## config.mk

```make
export PLATFORM = sky130hd
export DESIGN_NAME = pong_game_ctrl
export DESIGN_NICKNAME = d
export VERILOG_FILES = /design/src/rtl/pong_pkg.sv /design/src/rtl/pong_paddle_hit.sv /design/src/rtl/pong_game_ctrl.sv
export SDC_FILE = /design/constraint.sdc
export NUM_CORES = 1
export LEC_CHECK = 0
export CORE_ASPECT_RATIO = 0.6
export CORE_MARGIN = 4
export CORE_UTILIZATION = 40
export DETAILED_ROUTE_END_ITERATION = 16
export GPL_TIMING_DRIVEN = 1
export MAX_ROUTING_LAYER = met4
export PLACE_DENSITY_LB_ADDON = 0.3
export SYNTH_ARGS = -nofsm -noshare
export SYNTH_HDL_FRONTEND = slang
export SYNTH_HIERARCHICAL = 1
export SYNTH_SLANG_ARGS = --single-unit
```

## constraint.sdc

```tcl
create_clock -name clk -period 4.5 [get_ports clk]
set_input_delay 1.35 -clock clk [delete_from_list [all_inputs] [get_ports clk]]
set_output_delay 1.35 -clock clk [all_outputs]
set_load 0.01 [all_outputs]
```

## src/rtl/pong_pkg.sv

```systemverilog
// Shared types and default geometry for the pong game controller.
package pong_pkg;

  typedef enum logic [2:0] {
    ST_IDLE       = 3'd0,
    ST_SERVE_WAIT = 3'd1,
    ST_PLAY       = 3'd2,
    ST_POINT      = 3'd3,
    ST_GAME_OVER  = 3'd4
  } pong_state_t;

  localparam int SCREEN_W_DEF    = 640;
  localparam int SCREEN_H_DEF    = 480;
  localparam int BALL_SIZE_DEF   = 8;
  localparam int PADDLE_W_DEF    = 8;
  localparam int PADDLE_H_DEF    = 64;
  localparam int PADDLE_X_L_DEF  = 16;
  localparam int PADDLE_X_R_DEF  = 616;
  localparam int SPEED_DEF       = 2;
  localparam int SERVE_DELAY_DEF = 60;
  localparam int WIN_SCORE_DEF   = 9;

  // Top-left coordinate that centres an object of 'size' within 'span'.
  function automatic int centre(input int span, input int size);
    return span / 2 - size / 2;
  endfunction

  localparam int CX = centre(SCREEN_W_DEF, BALL_SIZE_DEF);
  localparam int CY = centre(SCREEN_H_DEF, BALL_SIZE_DEF);

  typedef struct packed {
    logic [9:0] x;
    logic [9:0] y;
    logic       dx_r;  // 1: moving right
    logic       dy_d;  // 1: moving down
  } ball_t;

endpackage

```

## src/rtl/pong_paddle_hit.sv

```systemverilog
// Vertical overlap test between the ball and one paddle.
module pong_paddle_hit
  import pong_pkg::*;
#(
  parameter int BALL_SIZE = BALL_SIZE_DEF,
  parameter int PADDLE_H  = PADDLE_H_DEF
) (
  input  logic [9:0] ball_y,
  input  logic [9:0] paddle_y,
  output logic       hit
);

  logic [10:0] by, py;

  assign by  = {1'b0, ball_y};
  assign py  = {1'b0, paddle_y};
  assign hit = (by + 11'(BALL_SIZE) > py) && (by < py + 11'(PADDLE_H));

endmodule

```

## src/rtl/pong_game_ctrl.sv

```systemverilog
// Frame-rate pong controller: serve/play/score sequencing and ball motion.
module pong_game_ctrl
  import pong_pkg::*;
#(
  parameter int SCREEN_W    = SCREEN_W_DEF,
  parameter int SCREEN_H    = SCREEN_H_DEF,
  parameter int BALL_SIZE   = BALL_SIZE_DEF,
  parameter int PADDLE_W    = PADDLE_W_DEF,
  parameter int PADDLE_H    = PADDLE_H_DEF,
  parameter int PADDLE_X_L  = PADDLE_X_L_DEF,
  parameter int PADDLE_X_R  = PADDLE_X_R_DEF,
  parameter int SPEED       = SPEED_DEF,
  parameter int SERVE_DELAY = SERVE_DELAY_DEF,
  parameter int WIN_SCORE   = WIN_SCORE_DEF
) (
  input  logic       clk,
  input  logic       rst_n,
  input  logic       ena,
  input  logic       frame_tick,
  input  logic       serve,
  input  logic [9:0] paddle_l_y,
  input  logic [9:0] paddle_r_y,
  output logic [9:0] ball_x,
  output logic [9:0] ball_y,
  output logic [3:0] score_l,
  output logic [3:0] score_r,
  output logic       game_over,
  output logic [2:0] state
);

  localparam int BALL_CX = centre(SCREEN_W, BALL_SIZE);
  localparam int BALL_CY = centre(SCREEN_H, BALL_SIZE);
  localparam logic [10:0] SPD     = 11'(SPEED);
  localparam logic [10:0] X_MAX   = 11'(SCREEN_W - BALL_SIZE);
  localparam logic [10:0] Y_MAX   = 11'(SCREEN_H - BALL_SIZE);
  localparam logic [10:0] PLANE_R = 11'(PADDLE_X_R - BALL_SIZE);
  localparam logic [10:0] PLANE_L = 11'(PADDLE_X_L + PADDLE_W);
  localparam int CNT_W = (SERVE_DELAY > 1) ? $clog2(SERVE_DELAY) : 1;
  localparam logic [CNT_W-1:0] CNT_LAST = CNT_W'(SERVE_DELAY - 1);
  localparam ball_t BALL_RST = '{x: 10'(BALL_CX), y: 10'(BALL_CY), dx_r: 1'b1, dy_d: 1'b1};
  localparam int PAD_L = 0;
  localparam int PAD_R = 1;

  pong_state_t      state_q, state_d;
  ball_t            ball_q, ball_d;
  logic [3:0]       score_l_q, score_l_d, score_r_q, score_r_d;
  logic [CNT_W-1:0] cnt_q, cnt_d;
  logic             pt_left_q, pt_left_d;

  logic [1:0][9:0]  pad_y;
  logic [1:0]       hit;
  logic [10:0]      bx, by, nx, ny;

  assign pad_y = {paddle_r_y, paddle_l_y};
  assign bx    = {1'b0, ball_q.x};
  assign by    = {1'b0, ball_q.y};

  for (genvar p = 0; p < 2; p++) begin : g_pad
    pong_paddle_hit #(
      .BALL_SIZE (BALL_SIZE),
      .PADDLE_H  (PADDLE_H)
    ) u_hit (
      .ball_y   (ball_q.y),
      .paddle_y (pad_y[p]),
      .hit      (hit[p])
    );
  end

  always_comb begin
    state_d   = state_q;
    ball_d    = ball_q;
    score_l_d = score_l_q;
    score_r_d = score_r_q;
    cnt_d     = cnt_q;
    pt_left_d = pt_left_q;
    nx        = bx;
    ny        = by;
    if (ena) begin
      unique case (state_q)
        ST_IDLE: if (serve) state_d = ST_SERVE_WAIT;
        ST_SERVE_WAIT: begin
          if (frame_tick) begin
            if (cnt_q == CNT_LAST) begin
              cnt_d   = '0;
              state_d = ST_PLAY;
            end else begin
              cnt_d = cnt_q + 1'b1;
            end
          end
        end
        ST_PLAY: begin
          if (frame_tick) begin
            if (ball_q.dy_d) begin
              if (by + SPD >= Y_MAX) begin
                ny          = Y_MAX;
                ball_d.dy_d = 1'b0;
              end else begin
                ny = by + SPD;
              end
            end else if (by < SPD) begin
              ny          = '0;
              ball_d.dy_d = 1'b1;
            end else begin
              ny = by - SPD;
            end
            // A miss leaves x where it is; the point is resolved next cycle.
            if (ball_q.dx_r) begin
              if (bx <= PLANE_R && bx + SPD >= PLANE_R && hit[PAD_R]) begin
                nx          = PLANE_R;
                ball_d.dx_r = 1'b0;
              end else if (bx + SPD >= X_MAX) begin
                pt_left_d = 1'b1;
                state_d   = ST_POINT;
              end else begin
                nx = bx + SPD;
              end
            end else begin
              if (bx >= PLANE_L && bx <= PLANE_L + SPD && hit[PAD_L]) begin
                nx          = PLANE_L;
                ball_d.dx_r = 1'b1;
              end else if (bx < SPD) begin
                pt_left_d = 1'b0;
                state_d   = ST_POINT;
              end else begin
                nx = bx - SPD;
              end
            end
            ball_d.x = nx[9:0];
            ball_d.y = ny[9:0];
          end
        end
        ST_POINT: begin
          if (pt_left_q) score_l_d = score_l_q + 4'd1;
          else           score_r_d = score_r_q + 4'd1;
          ball_d.x = BALL_RST.x;
          ball_d.y = BALL_RST.y;
          if ((pt_left_q ? score_l_d : score_r_d) == 4'(WIN_SCORE)) begin
            state_d = ST_GAME_OVER;
          end else begin
            // Next serve heads toward whoever conceded.
            ball_d.dx_r = pt_left_q;
            ball_d.dy_d = ~ball_q.dy_d;
            state_d     = ST_SERVE_WAIT;
          end
        end
        ST_GAME_OVER: begin
          if (serve) begin
            score_l_d = '0;
            score_r_d = '0;
            state_d   = ST_SERVE_WAIT;
          end
        end
        default: state_d = ST_IDLE;
      endcase
    end
  end

  always_ff @(posedge clk or negedge rst_n) begin
    if (!rst_n) begin
      state_q   <= ST_IDLE;
      ball_q    <= BALL_RST;
      score_l_q <= '0;
      score_r_q <= '0;
      cnt_q     <= '0;
      pt_left_q <= 1'b0;
    end else begin
      state_q   <= state_d;
      ball_q    <= ball_d;
      score_l_q <= score_l_d;
      score_r_q <= score_r_d;
      cnt_q     <= cnt_d;
      pt_left_q <= pt_left_d;
    end
  end

  assign ball_x    = ball_q.x;
  assign ball_y    = ball_q.y;
  assign score_l   = score_l_q;
  assign score_r   = score_r_q;
  assign game_over = (state_q == ST_GAME_OVER);
  assign state     = state_q;

endmodule

```

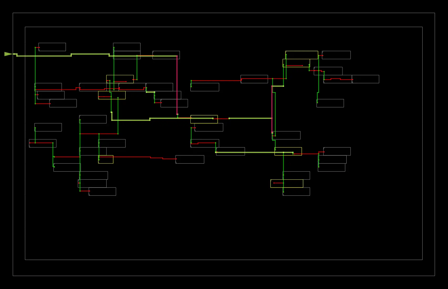
(run_1/clocks.png)
Latency at later pin: 0.29 ns
Clk power: 0.000479 W
Clock Buffer Count: 6
Layout Skew: 0.00516 ns

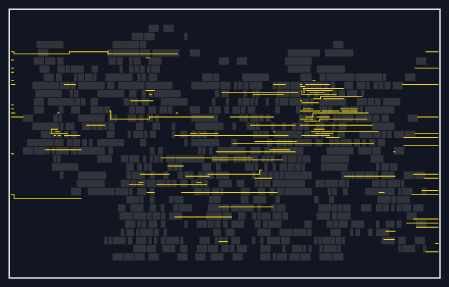
(run_1/layer_met3.png)
(3 px per um) Cells faint in the background.
share of all routed wire = 8.2%
wire length on this layer = 956 um
DRT Wirelength: 11.7 mm
via count: 4167
met3 Use GR: 0.0374

==> GITHUB_STEP_SUMMARY, run 1 <==
## Implementation flow summary

| Metric | Value |
|---|---|
| Status | `finished, final reports clean` |
| Kind of critical path | `in2reg` |
| Post-synth ARST share | `1.00` |
| Via/cell ratio | `roughly 5.9` |
| Crit path buf inv count | `1` |
| CP endpoint kind | `register` |
| Crit path setup slack, layout | `0.307 ns` |
| CTS clk-pin slew, worst paths | `around 0.060 ns` |
| Final Max Slew Viols | `0` |
| Final Critical Period | `4.19 ns` |
| Resized Gates After CTS | `0` |
| Post-CTS Hold Fix Bufs | `0` |
| Yosys top cell by area | `dfrtp_1` |
| Family with the most delay on the worst path | `AND-OR/OR-AND gates` |
| Port Buf Inserts | `around 54` |
| HPWL after DPL | `approximately 9.0 mm` |
| Die W | `between 100 and 150 um` |
| Pin count of the biggest net entering global routing | `39` |
| Global-route wire length before repair | `between 15 and 20 mm` |
| Mux area share | `0.0143` |
| Rel. slew slack | `0.408` |
| Most frequent cells in the layout | `53 x clkdlybuf4s50_1, 47 x ha_1, 45 x nand2_1` |
| Xor/xnor share | `0.0420` |
| Simple share | `0.225` |
| First-pass DRT Iterations | `5` |
| Dominant logic cell type in the layout | `clkdlybuf4s50_1` |
| Hold Vio Cnt, Final | `0` |
| Top comb family, area | `AND-OR/OR-AND gates` |
| Nets | `644` |
| Maximum vdd drop | `0.197 mV` |
| Leakage | `~2.2 nW` |
| Die height | `89.1 um` |
| Worst-Margin Slew | `0.889 ns` |
| Count of tool warnings | `33` |
| Root buffer cell | `clkbuf_16` |
| Aoi share | `0.258` |
| Drt drc | `0` |
| Most frequent CP cell | `ha_1` |
| M1 GR Usage | `0.297` |
| Layout cells sized above 1 | `0.120` |
| Startpoint types | `input pin` |
| Crit share post-route | `0.932` |
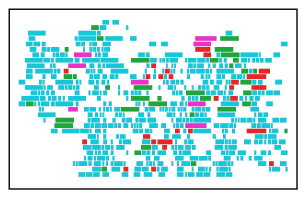
(run_1/sizes.png)
(2 px per um)
_6 and larger -> magenta  # cells 8, share 1.4%, most used clkbuf_16
_2 cells -> green  # cells 35, share 6.1%, most used dfstp_2
_0 and _1 cells -> cyan  # cells 504, share 88%, most used clkdlybuf4s50_1
_3 and _4 cells -> red  # cells 26, share 4.5%, most used buf_4

-- run 1: state kept, by name, summed over array words and instances, names as in the netlist --
name / flops
ball_q: 2
score_r: 4
pt_left_q: 1
ball_x: 9
score_l: 4
state: 3
ball_y: 9
cnt_q: 6
-- run 1: worst max-delay path by stage --
stage	from	cells past startpoint	slack, ns	to
floorplan	paddle_r_y[6]	13	0.74	ball_x[9]$_DFFE_PN0P_
global route	paddle_l_y[6]	16	0.07	ball_x[5]$_DFFE_PN1P_
finish	paddle_r_y[7]	13	0.31	ball_x[7]$_DFFE_PN0P_
CTS	paddle_r_y[7]	13	0.30	ball_x[7]$_DFFE_PN0P_
global placement	paddle_r_y[6]	13	0.11	ball_x[7]$_DFFE_PN0P_
detailed placement	paddle_r_y[7]	13	0.008	ball_x[7]$_DFFE_PN0P_
-- run 1: per-stage QoR --
step | std cells | util | total power (W) | instance area [um^2] | hold WS [ns]
after floorplan | 538 | - | 0.000511 | 4390 | 0.472
after global placement | 704 | 0.461 | 0.000569 | 4900 | 0.502
after detailed placement | 704 | 0.461 | 0.000575 | 4900 | 0.501
after CTS | 712 | 0.479 | 0.00106 | 5090 | 0.508
after global routing | 712 | 0.479 | 0.00110 | 5090 | 0.537
final | 712 | 0.479 | 0.00105 | 5090 | 0.515
-- run 1: metal layers --
metal,vias to the layer above,part of all wire
li1,2018,-
met1,1955,0.52
met2,174,0.39
met3,20,0.082
met4,0,0.0094
met5,-,0
-- run 1: power by group --
group / internal, W / switching [W]
clock network: 0.000333 / 0.000146
registers: 0.000365 / 0.0000498
logic: 0.0000790 / 0.0000760
total: 0.000777 / 0.000272
-- run 1: layout make-up --
cell class | instances | area, um^2
Fill cell | 1014 | 5540
Multi-Input combinational cell | 421 | 2970
Sequential cell | 38 | 966
Timing Repair Buffer | 70 | 656
Tap cell | 139 | 174
Clock buffer | 6 | 139
Inverter | 36 | 135
Clock inverter | 2 | 60.1
-- run 1: worst register-to-register path: stages (launching register included) --
cell	delay, ns
dfstp_2	0.74
ha_1	0.27
nand3_1	0.14
nor2_1	0.16
xor2_1	0.08
ha_1	0.31
and3_1	0.16
o21ai_1	0.08
o21bai_1	0.20
a2111oi_4	0.36
o211ai_1	0.17
and2_0	0.24
a41oi_4	0.36
o221ai_1	0.19
a32o_1	0.29
-- run 1: synthesized netlist by cell type, drive strengths merged, types with 6 or more instances --
cell type	number
nand4	13
a31oi	7
xor2	7
buf	32
xnor2	14
clkbuf	11
inv	36
and2	6
dfrtp	26
or3	7
nor2	43
nor3	11
nand2	46
ha	47
dfstp	12
nand3	26
o31ai	15
a21oi	40
nor2b	7
o21ai	38
-- run 1: logic make-up after synthesis --
logic type | after synthesis
simple gates | 184
compound gates | 159
buf+inv | 79
fa+ha+maj | 47
flops | 38
xor+xnor | 21
mux | 6
other cells | 1
==> run_1/placement_by_type.png <==
(4 px per um)
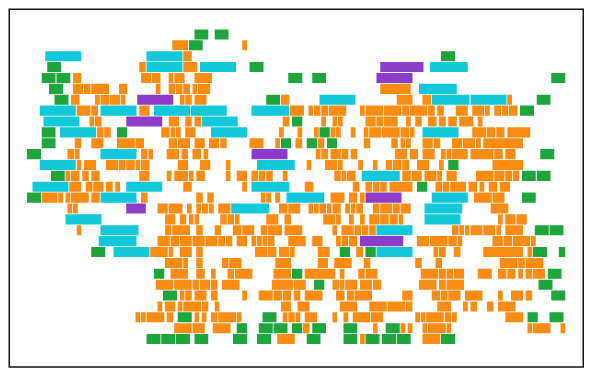

==> run 1 -> run 2 <==
--- a/config.mk
+++ b/config.mk
@@ -14,5 +14,4 @@
 export PLACE_DENSITY_LB_ADDON = 0.3
 export SYNTH_ARGS = -nofsm -noshare
 export SYNTH_HDL_FRONTEND = slang
-export SYNTH_HIERARCHICAL = 1
 export SYNTH_SLANG_ARGS = --single-unit
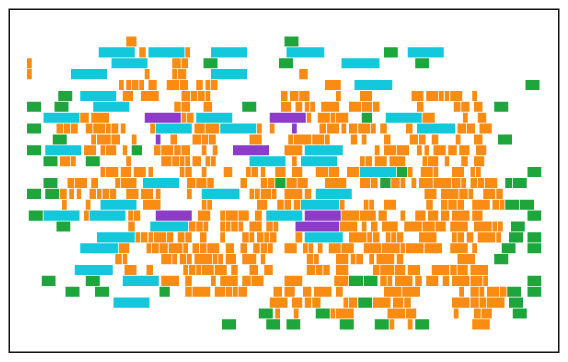
(run_2/placement_by_type.png)
(4 px per um)
other buffers and delay cells -> green  # cells 60, share of their area 13%
clock drivers and dummy loads -> purple  # cells 8, share of their area 3.6%
flops -> cyan  # cells 38, share of their area 21%
combinational and other logic -> orange  # cells 438, share of their area 62%

==> run 2 against run 1 <==
Core utilization is 1.3 points higher. Global-route usage is 0.36 points higher. Highest routed layer unchanged. Sequential share of layout area is 1.8 points higher. Largest cell class unchanged.
==> GITHUB_STEP_SUMMARY, run 2 <==
## Implementation flow summary

| Metric | Value |
|---|---|
| Initial antenna violation count | `0` |
| CTS Buf Count | `5` |
| Total number of clock tree sinks | `38` |
| Register share after synthesis | `0.242` |
| DR iter-0 viols | `~430` |
| Die Area | `about 0.012 mm^2` |
| Most frequent CP cell | `ha_1` |
| Post-synth ARST share | `1.00 (unchanged)` |
| Die height | `85.4 um (-4.1%)` |
| GPL Wtd Cong | `about 0.90` |
| Hold Crit Class | `reg2reg` |
| Number of max-cap violations | `0` |
| Busiest grt layer | `met1` |
| Post-Syn Area | `~0.004 mm^2` |
| Post-route ant nets | `0` |
| Rel. slew slack | `0.384 (-0.0240)` |
| Layout cells sized above 1 | `0.0551 (-0.0653)` |
| First-pass DRT Iterations | `5 (unchanged)` |
| Hold Path Origin | `cnt_q[1]$_DFFE_PN0P_` |
| Yosys Instances | `518` |
| DRT Wirelength | `11.1 mm (-5.2%)` |
| Max frequency | `~240 MHz` |
| Clock buffer depth | `2` |
| Yosys top cell by area | `dfrtp_1` |
| Worst EP required | `between 4 and 5 ns` |
| Yosys Chip Area | `approximately 0.004 mm^2` |
| Gr usage total | `0.197` |
| Via/cell ratio | `5.71 (-2.4%)` |
| Final Critical Period | `4.22 ns (+0.0230 ns)` |
| Rows | `27` |
| Final Max Slew Viols | `0 (unchanged)` |
| Status | `finished, final reports clean` |
| Core Density at Floorplan | `0.422` |
| Latency at later pin | `0.29 ns (about the same)` |
| CP endpoint kind | `register` |
| Number of synthesized register bits | `38` |
| Top cells by area, synth | `dfrtp_1 16%, ha_1 14%, dfstp_2 7.9%` |
| Startpoint types | `input pin` |
| Mapped Cells | `approximately 520` |
| I/O Pins | `about 57` |
| Most frequent cells in the layout | `53 x clkdlybuf4s50_1, 50 x nand2_1, 45 x ha_1` |
| Hold Vio Cnt, Final | `0 (unchanged)` |
| Kind of critical path | `in2reg` |
| Drt drc | `0 (unchanged)` |
| TritonCTS clock tree | `yes` |
| Port Buf Inserts | `54 (unchanged)` |
| Global-route wire length before repair | `18.2 mm (-5.8%)` |
| CP max stage delay | `0.48 ns` |
| Avg WL per Cell | `approximately 16 um` |
| CTS H-Tree Depth | `2` |
| Pin count of the biggest net entering global routing | `39 (unchanged)` |
| GRT met2 Usage | `0.251` |
| Final core utilization | `0.493 (+0.0135)` |
| Total negative slack | `0 ns` |
| Number of enable flip-flop cells | `0` |
| Count of tool warnings | `34 (+3.0%)` |
| Resized Gates After CTS | `0 (unchanged)` |
| CTS clk-pin slew, worst paths | `0.06 ns (about the same)` |
| Top cells by count, synth | `50 x nand2_1, 45 x ha_1, 44 x nor2_1, 39 x inv_1` |
| Top-count cell post-synth | `nand2_1` |
| Die W | `137 um (-4.3%)` |
| Leakage | `2.04 nW (-5.8%)` |
| Worst endpoint data arrival time | `about 4.4 ns` |
| HPWL after DPL | `8.36 mm (-7.0%)` |
| Layout Skew | `0.00838 ns (+0.00322 ns)` |
| Critical path origin | `paddle_r_y[6]` |
| Cell Type Count | `61` |
| Via count | `3850 (-7.6%)` |
| Worst-Margin Slew | `0.925 ns (+0.0360 ns)` |
| Core footprint | `roughly 0.0095 mm^2` |
| Maximum vdd drop | `0.243 mV (+23%)` |
| CP max FO | `10` |
| Crit share post-route | `0.937 (+0.00511)` |
| Cell Pwr Density | `~560 mW/mm^2` |
| Dominant logic cell type in the layout | `clkdlybuf4s50_1` |
| Syn avg cell area | `roughly 7.7 um^2` |
| Setup violators final | `0` |
| M1 GR Usage | `0.318 (+0.0211)` |
| Met3 Use GR | `0.0361 (-0.00128)` |
| Root buffer cell | `clkbuf_16` |
| Post-CTS Hold Fix Bufs | `0 (unchanged)` |
| Nets | `613 (-4.8%)` |
| Synth Warn # | `0` |
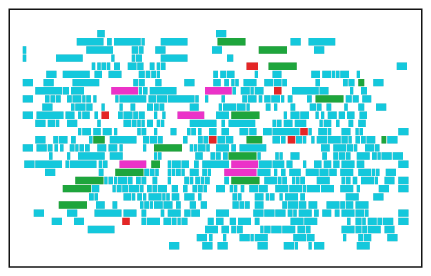
(run_2/sizes.png)
(3 px per um)
_0 and _1 cells -> cyan  # cells 514, share 94%, most used clkdlybuf4s50_1
_3 and _4 cells -> red  # cells 7, share 1.3%, most used buf_4
_6 and larger -> magenta  # cells 6, share 1.1%, most used clkbuf_16
_2 cells -> green  # cells 17, share 3.1%, most used dfstp_2
Layout area overhead: 16.7%
crit path setup slack, layout: 0.284 ns
design area: 0.00466 mm^2
layout buffer count excluding clock buffers: 60

## run 2: report_power, final
part	total (W)	switching (W)	internal, W
Combinational	0.00145	0.000766	0.000681
Sequential	0.000780	0.000291	0.000489
Clock	0.000399	0.000137	0.000262
## run 2: kinds of logic (layout without fill, tap and decap cells)
kind of cell,count (synthesis),after routing,share of synthesized area
flip-flops,38,38,0.242
buffers and inverters,82,107,0.0974
other,1,2,0.000939
AND-OR/OR-AND,149,149,0.247
adder cells (fa/ha/maj),45,45,0.141
multiplexers,3,3,0.00783
XOR/XNOR,24,24,0.0526
AND/OR/NAND/NOR,176,176,0.211
## run 2: cell type report
class                           instances  area, um^2
Sequential cell                        38         966
Fill cell                             922        4800
Inverter                               39         146
Multi-Input combinational cell        399        2640
Timing Repair Buffer                   60         581
Clock inverter                          1        30.0
Tap cell                              130         163
Clock buffer                            7         133
## run 2: worst paths after layout
path / endpoint / slack [ns] / cells past startpoint
max in group asynchronous: pt_left_q$_DFFE_PN0P_ / 2.72 / 1
setup reg to reg: ball_x[1]$_DFFE_PN0P_ / 0.77 / 12
hold / removal: cnt_q[1]$_DFFE_PN0P_ / 0.53 / 2
hold reg to reg: cnt_q[1]$_DFFE_PN0P_ / 0.53 / 2
min in group asynchronous: ball_x[9]$_DFFE_PN0P_ / 1.20 / 1
setup / recovery: ball_x[1]$_DFFE_PN0P_ / 0.28 / 12
## run 2: worst max-delay path, delay by kind of cell
kind / cells / cell delay [ns]
xor+xnor: 1 / 0.18
fa+ha+maj: 2 / 0.53
simple gates: 1 / 0.15
compound gates: 7 / 1.76
buf+inv: 1 / 0.48
## run 2: through the flow
step / hold WS [ns] / cell area [um^2] / std cells / power (W) / setup WS [ns]
final: 0.527 / 4660 / 674 / 0.00263 / 0.284
after global routing: 0.560 / 4660 / 674 / 0.00286 / 0.146
after CTS: 0.527 / 4660 / 674 / 0.00262 / 0.307
after detailed placement: 0.512 / 4500 / 666 / 0.00221 / 0.0336
after global placement: 0.499 / 4500 / 666 / 0.00217 / 0.122
after floorplan: 0.464 / 4000 / 519 / 0.00178 / 0.666
## run 2: routing by layer
layer  up-vias  part of all wire
met2       142              0.38
met5         -                 0
met3         6             0.071
met4         0            0.0061
li1       1912                 -
met1      1790              0.54
Power is estimated from default activity; no workload was simulated.
